**src/rtl/stepper_move_queue.sv**
```systemverilog
// Move-record FIFO feeding the CoreXY stepper driver: queues (step, speed) pairs and
// issues them one at a time, waiting for the driver to go idle between moves.
module stepper_move_queue #(
  parameter int DEPTH_LOG2 = 4
) (
  input  logic                  clk,
  input  logic                  reset,
  input  logic                  wr_en,
  input  logic [31:0]           wr_step_1,
  input  logic [31:0]           wr_speed_1,
  input  logic [31:0]           wr_step_2,
  input  logic [31:0]           wr_speed_2,
  input  logic                  flush,
  input  logic                  pause,
  input  logic                  steppers_driving,
  output logic [31:0]           stepper_step_in_1,
  output logic [31:0]           stepper_speed_1,
  output logic [31:0]           stepper_step_in_2,
  output logic [31:0]           stepper_speed_2,
  output logic                  start_driving,
  output logic                  full,
  output logic                  empty,
  output logic [DEPTH_LOG2:0]   level,
  output logic                  overflow,
  output logic                  busy,
  output logic [31:0]           moves_done
);

  localparam int DEPTH = 1 << DEPTH_LOG2;
  localparam logic [DEPTH_LOG2:0] LVL_FULL = {1'b1, {DEPTH_LOG2{1'b0}}};

  typedef enum logic [1:0] {
    S_IDLE  = 2'd0,
    S_START = 2'd1,
    S_ACK   = 2'd2,
    S_RUN   = 2'd3
  } state_t;

  state_t r_state;
  state_t w_state_nxt;

  // Record layout: {speed_2, step_2, speed_1, step_1}
  logic [127:0]            r_mem [DEPTH];
  logic [DEPTH_LOG2-1:0]   r_wr_ptr;
  logic [DEPTH_LOG2-1:0]   r_rd_ptr;
  logic [DEPTH_LOG2:0]     r_level;
  logic                    r_full;
  logic                    r_empty;
  logic                    r_overflow;
  logic [31:0]             r_step_1;
  logic [31:0]             r_speed_1;
  logic [31:0]             r_step_2;
  logic [31:0]             r_speed_2;
  logic [31:0]             r_moves_done;

  logic                    w_push;
  logic                    w_pop;
  logic                    w_issue;
  logic                    w_done_inc;
  logic [127:0]            w_head;
  logic                    w_head_zero;
  logic [DEPTH_LOG2:0]     w_level_nxt;

  assign w_head      = r_mem[r_rd_ptr];
  assign w_head_zero = (w_head[30:0] == 31'd0) && (w_head[94:64] == 31'd0);
  assign w_push      = wr_en && !r_full && !flush;

  always_ff @(posedge clk) begin
    if (reset) begin
      r_state <= S_IDLE;
    end else begin
      r_state <= w_state_nxt;
    end
  end

  always_comb begin
    w_state_nxt = r_state;
    w_pop       = 1'b0;
    w_issue     = 1'b0;
    w_done_inc  = 1'b0;
    case (r_state)
      S_IDLE: begin
        // Waiting on steppers_driving also covers a driver still running after reset.
        if (!r_empty && !pause && !flush && !steppers_driving) begin
          w_pop = 1'b1;
          if (w_head_zero) begin
            w_done_inc = 1'b1;
          end else begin
            w_issue     = 1'b1;
            w_state_nxt = S_START;
          end
        end
      end
      S_START: w_state_nxt = S_ACK;
      S_ACK:   w_state_nxt = S_RUN;
      S_RUN: begin
        if (!steppers_driving) begin
          w_done_inc  = 1'b1;
          w_state_nxt = S_IDLE;
        end
      end
      default: w_state_nxt = S_IDLE;
    endcase
  end

  always_comb begin
    w_level_nxt = r_level;
    case ({w_push, w_pop})
      2'b10:   w_level_nxt = r_level + 1'b1;
      2'b01:   w_level_nxt = r_level - 1'b1;
      default: w_level_nxt = r_level;
    endcase
  end

  always_ff @(posedge clk) begin
    if (w_push) begin
      r_mem[r_wr_ptr] <= {wr_speed_2, wr_step_2, wr_speed_1, wr_step_1};
    end
  end

  always_ff @(posedge clk) begin
    if (reset || flush) begin
      r_wr_ptr   <= '0;
      r_rd_ptr   <= '0;
      r_level    <= '0;
      r_full     <= 1'b0;
      r_empty    <= 1'b1;
      r_overflow <= 1'b0;
    end else begin
      if (w_push) begin
        r_wr_ptr <= r_wr_ptr + 1'b1;
      end
      if (w_pop) begin
        r_rd_ptr <= r_rd_ptr + 1'b1;
      end
      r_level <= w_level_nxt;
      r_full  <= (w_level_nxt == LVL_FULL);
      r_empty <= (w_level_nxt == '0);
      // A write against a full queue is dropped even if a pop frees a slot this cycle.
      if (wr_en && r_full) begin
        r_overflow <= 1'b1;
      end
    end
  end

  always_ff @(posedge clk) begin
    if (reset) begin
      r_step_1     <= '0;
      r_speed_1    <= '0;
      r_step_2     <= '0;
      r_speed_2    <= '0;
      r_moves_done <= '0;
    end else begin
      if (w_issue) begin
        r_step_1  <= w_head[31:0];
        r_speed_1 <= (w_head[63:32] == 32'd0) ? 32'd1 : w_head[63:32];
        r_step_2  <= w_head[95:64];
        r_speed_2 <= (w_head[127:96] == 32'd0) ? 32'd1 : w_head[127:96];
      end
      if (w_done_inc) begin
        r_moves_done <= r_moves_done + 32'd1;
      end
    end
  end

  assign stepper_step_in_1 = r_step_1;
  assign stepper_speed_1   = r_speed_1;
  assign stepper_step_in_2 = r_step_2;
  assign stepper_speed_2   = r_speed_2;
  assign start_driving     = (r_state == S_START);
  assign full              = r_full;
  assign empty             = r_empty;
  assign level             = r_level;
  assign overflow          = r_overflow;
  assign busy              = (r_state != S_IDLE);
  assign moves_done        = r_moves_done;

endmodule
```
**config.mk**
```make
export PLATFORM = sky130hd
export DESIGN_NAME = stepper_move_queue
export DESIGN_NICKNAME = d
export VERILOG_FILES = /design/src/rtl/stepper_move_queue.sv
export SDC_FILE = /design/constraint.sdc
export NUM_CORES = 2
export LEC_CHECK = 0
export CORE_ASPECT_RATIO = 0.8
export CORE_MARGIN = 2
export CORE_UTILIZATION = 45
export CTS_BUF_LIST = sky130_fd_sc_hd__clkbuf_4 sky130_fd_sc_hd__clkbuf_8
export DETAILED_ROUTE_END_ITERATION = 6
export GPL_ROUTABILITY_DRIVEN = 0
export PLACE_DENSITY = 0.76
export SYNTH_ARGS = -nofsm -noshare
export SYNTH_HDL_FRONTEND = slang
export SYNTH_SLANG_ARGS = --single-unit
```
**constraint.sdc**
```tcl
create_clock -name clk -period 11.89 [get_ports clk]
set_clock_uncertainty 0.2 [all_clocks]
set_input_delay 1.189 -clock clk [delete_from_list [all_inputs] [get_ports clk]]
set_output_delay 1.189 -clock clk [all_outputs]
set_load 0.01 [all_outputs]
```
==> impl_metrics.json <==
{
  "status": "finished clean",
  "adder_share": 0.00177,
  "hold_violations": 0,
  "worst_r2r_path_depth": 12,
  "routedWlPerCell_um": 28.9,
  "layout.nets": 4593,
  "top_power_group": "registers",
  "yosysUniqueCellTypes": 66,
  "drt_wl_total_mm": 209,
  "gr-usage-met1": 0.300,
  "p_int_uw": 12200,
  "max_stage_delay_ns": 1.00,
  "insertion_delay_ns": 1.08,
  "final_core_util": 0.522,
  "cp.arrival_ns": 8.13,
  "cp_max_fo": 54,
  "syn_avg_cell_area_um2": 21.6,
  "timing.critical_path.mode_cell": "buf_4",
  "dieArea_mm2": 0.192,
  "p_per_area_mw_per_mm2": 157,
  "numCtsBuffers": 354,
  "combPwrFrac": 0.020,
  "row_count": 142,
  "top_area_cell": "edfxtp_1",
  "worst_pin_slew_ns": 1.30,
  "cts_tree": "built",
  "ys_cells": 3928,
  "clk_path_buf_depth": 4,
  "warnings": 44,
  "vias": 42561,
  "ys.flops": 2230,
  "async_reset_ff_frac": 0,
  "switching_share": 0.204,
  "lay_top_count": "edfxtp_1",
  "design_area_mm2": 0.0977,
  "root_buffer": "clkbuf_8",
  "path_cells": "buf_4 > buf_4 > mux4_2 > mux4_2 > inv_1 > o2111ai_1 > nor4_1 > nand4_2 > o21ai_4 > buf_4 > mux2i_1 > nor2_1",
  "ir_worst_vdd_uv": 90.4,
  "grt_pass1_wl_mm": 300,
  "cp_top_family": "buffers and inverters",
  "ys_sh_mux": 0.171,
  "wl_met3_mm": 19.5,
  "dpl_cell_area_mm2": 0.0908,
  "period_used_share": 0.627,
  "flop_cell": "edfxtp_1",
  "min_to": "stepper_step_in_1[9]",
  "pg_comb_uw": 312,
  "drive_above_1_share": 0.264,
  "synth_nets": 4074,
  "ys_area_mm2": 0.0848,
  "tns_ns": 0,
  "overflow": 0,
  "postCtsHoldBufs": 0,
  "min_path_type": "flip-flop to flip-flop",
  "portBuffers": 303,
  "grt_setup_unrepaired": "no",
  "syn_inst": 3928,
  "initCoreUtil": 0.453,
  "grt_antenna_before_repair": 38,
  "setup.worst_path.end": "stepper_step_in_1[6]",
  "viasPerCell": 5.88,
  "grt_busiest_layer": "met2",
  "relSlewSlack": 0.131,
  "synthXorXnorAreaFrac": 0.00124,
  "cts_sinks": 2230,
  "startpoint_type": "flip-flop",
  "edf_count": 2048,
  "crit_slowest_cell": "o21ai_4",
  "p_switching_uw": 3130,
  "hold_depth": 2,
  "post_cts_buffers": 0,
  "synth.area.top_cells": "edfxtp_1 73%, mux4_2 15%, dfxtp_1 4.3%",
  "wl_met1_mm": 83.2,
  "die_h_um": 392,
  "topRoutingLayerUsed": "met5",
  "fp.dieW_um": 489,
  "setup_ws_ns": 4.43,
  "grt_use_met2": 0.339,
  "pwr-share-seq": 0.562,
  "whs_ns": 0.267,
  "finalSetupViolCount": 0,
  "r2r_end": "stepper_step_in_1[6]",
  "ys_sh_aoi": 0.0167,
  "clkPwrFrac": 0.417,
  "core_area_mm2": 0.187,
  "r2r_slack_ns": 4.43,
  "clk_pin_slew_ns": 0.07,
  "first_pass_iters": 6,
  "cp.required_ns": 12.57,
  "fmax_ghz": 0.134,
  "min_period_ns": 7.46,
  "synthTopLogicFamily": "multiplexers",
  "cts_resized": 0,
  "synth_warnings": 0,
  "cts_max_level": 5,
  "synthSimpleGateAreaFrac": 0.0276,
  "report.final.slew_viol_count": 0,
  "crit_type": "flip-flop to flip-flop",
  "most-common-layout-cells": "2,048 x edfxtp_1, 560 x mux4_2, 388 x clkbuf_8"
}
## cell type report
class | count | area (µm²)
Antenna cell | 16 | 40.0
Timing Repair Buffer | 372 | 3740
Clock buffer | 502 | 6190
Fill cell | 14218 | 89600
Inverter | 23 | 91.3
Sequential cell | 2230 | 65200
Clock inverter | 111 | 693
Tap cell | 2520 | 3150
Multi-Input combinational cell | 1466 | 18600
## sequential cells by signal (all words and copies together) (netlist names), named ones only
| signal | flops |
|---|---|
| moves_done | 32 |
| overflow | 1 |
| empty | 1 |
| r_mem | 2048 |
| r_rd_ptr | 4 |
| stepper_step_in_1 | 32 |
| stepper_speed_2 | 32 |
| level | 5 |
| stepper_speed_1 | 32 |
| r_state | 2 |
| full | 1 |
| r_wr_ptr | 4 |
| stepper_step_in_2 | 32 |
Fig. 1: placement density heat map
24 x 20 tiles, from black (low) to pale yellow (high), 0 to 100% covered.
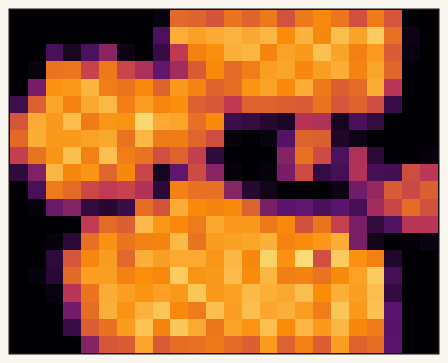
emptiest ninth of the die = east
densest ninth of the die = south
mean over tiles = 49%
tiles over 75% full = 28%
fullest tile = 92%
nearly empty tiles = 19%

Fig. 2: met3 routing
The bar under the picture is 100 µm long.
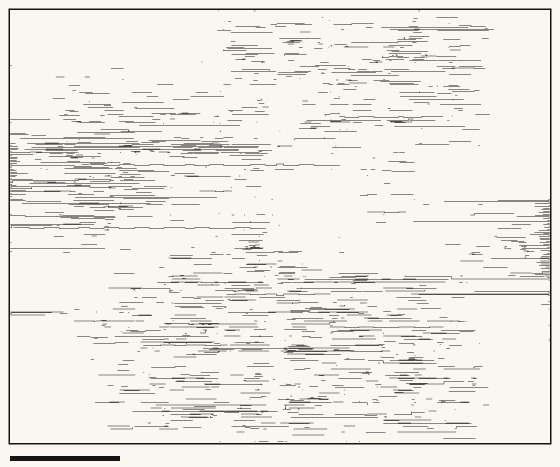
main direction = horizontal
nets with wire on the layer = 539
longest straight run = 194 µm
share of all routed wire = 9.4%

No activity file was given, so power comes from the tool's default toggle rates.
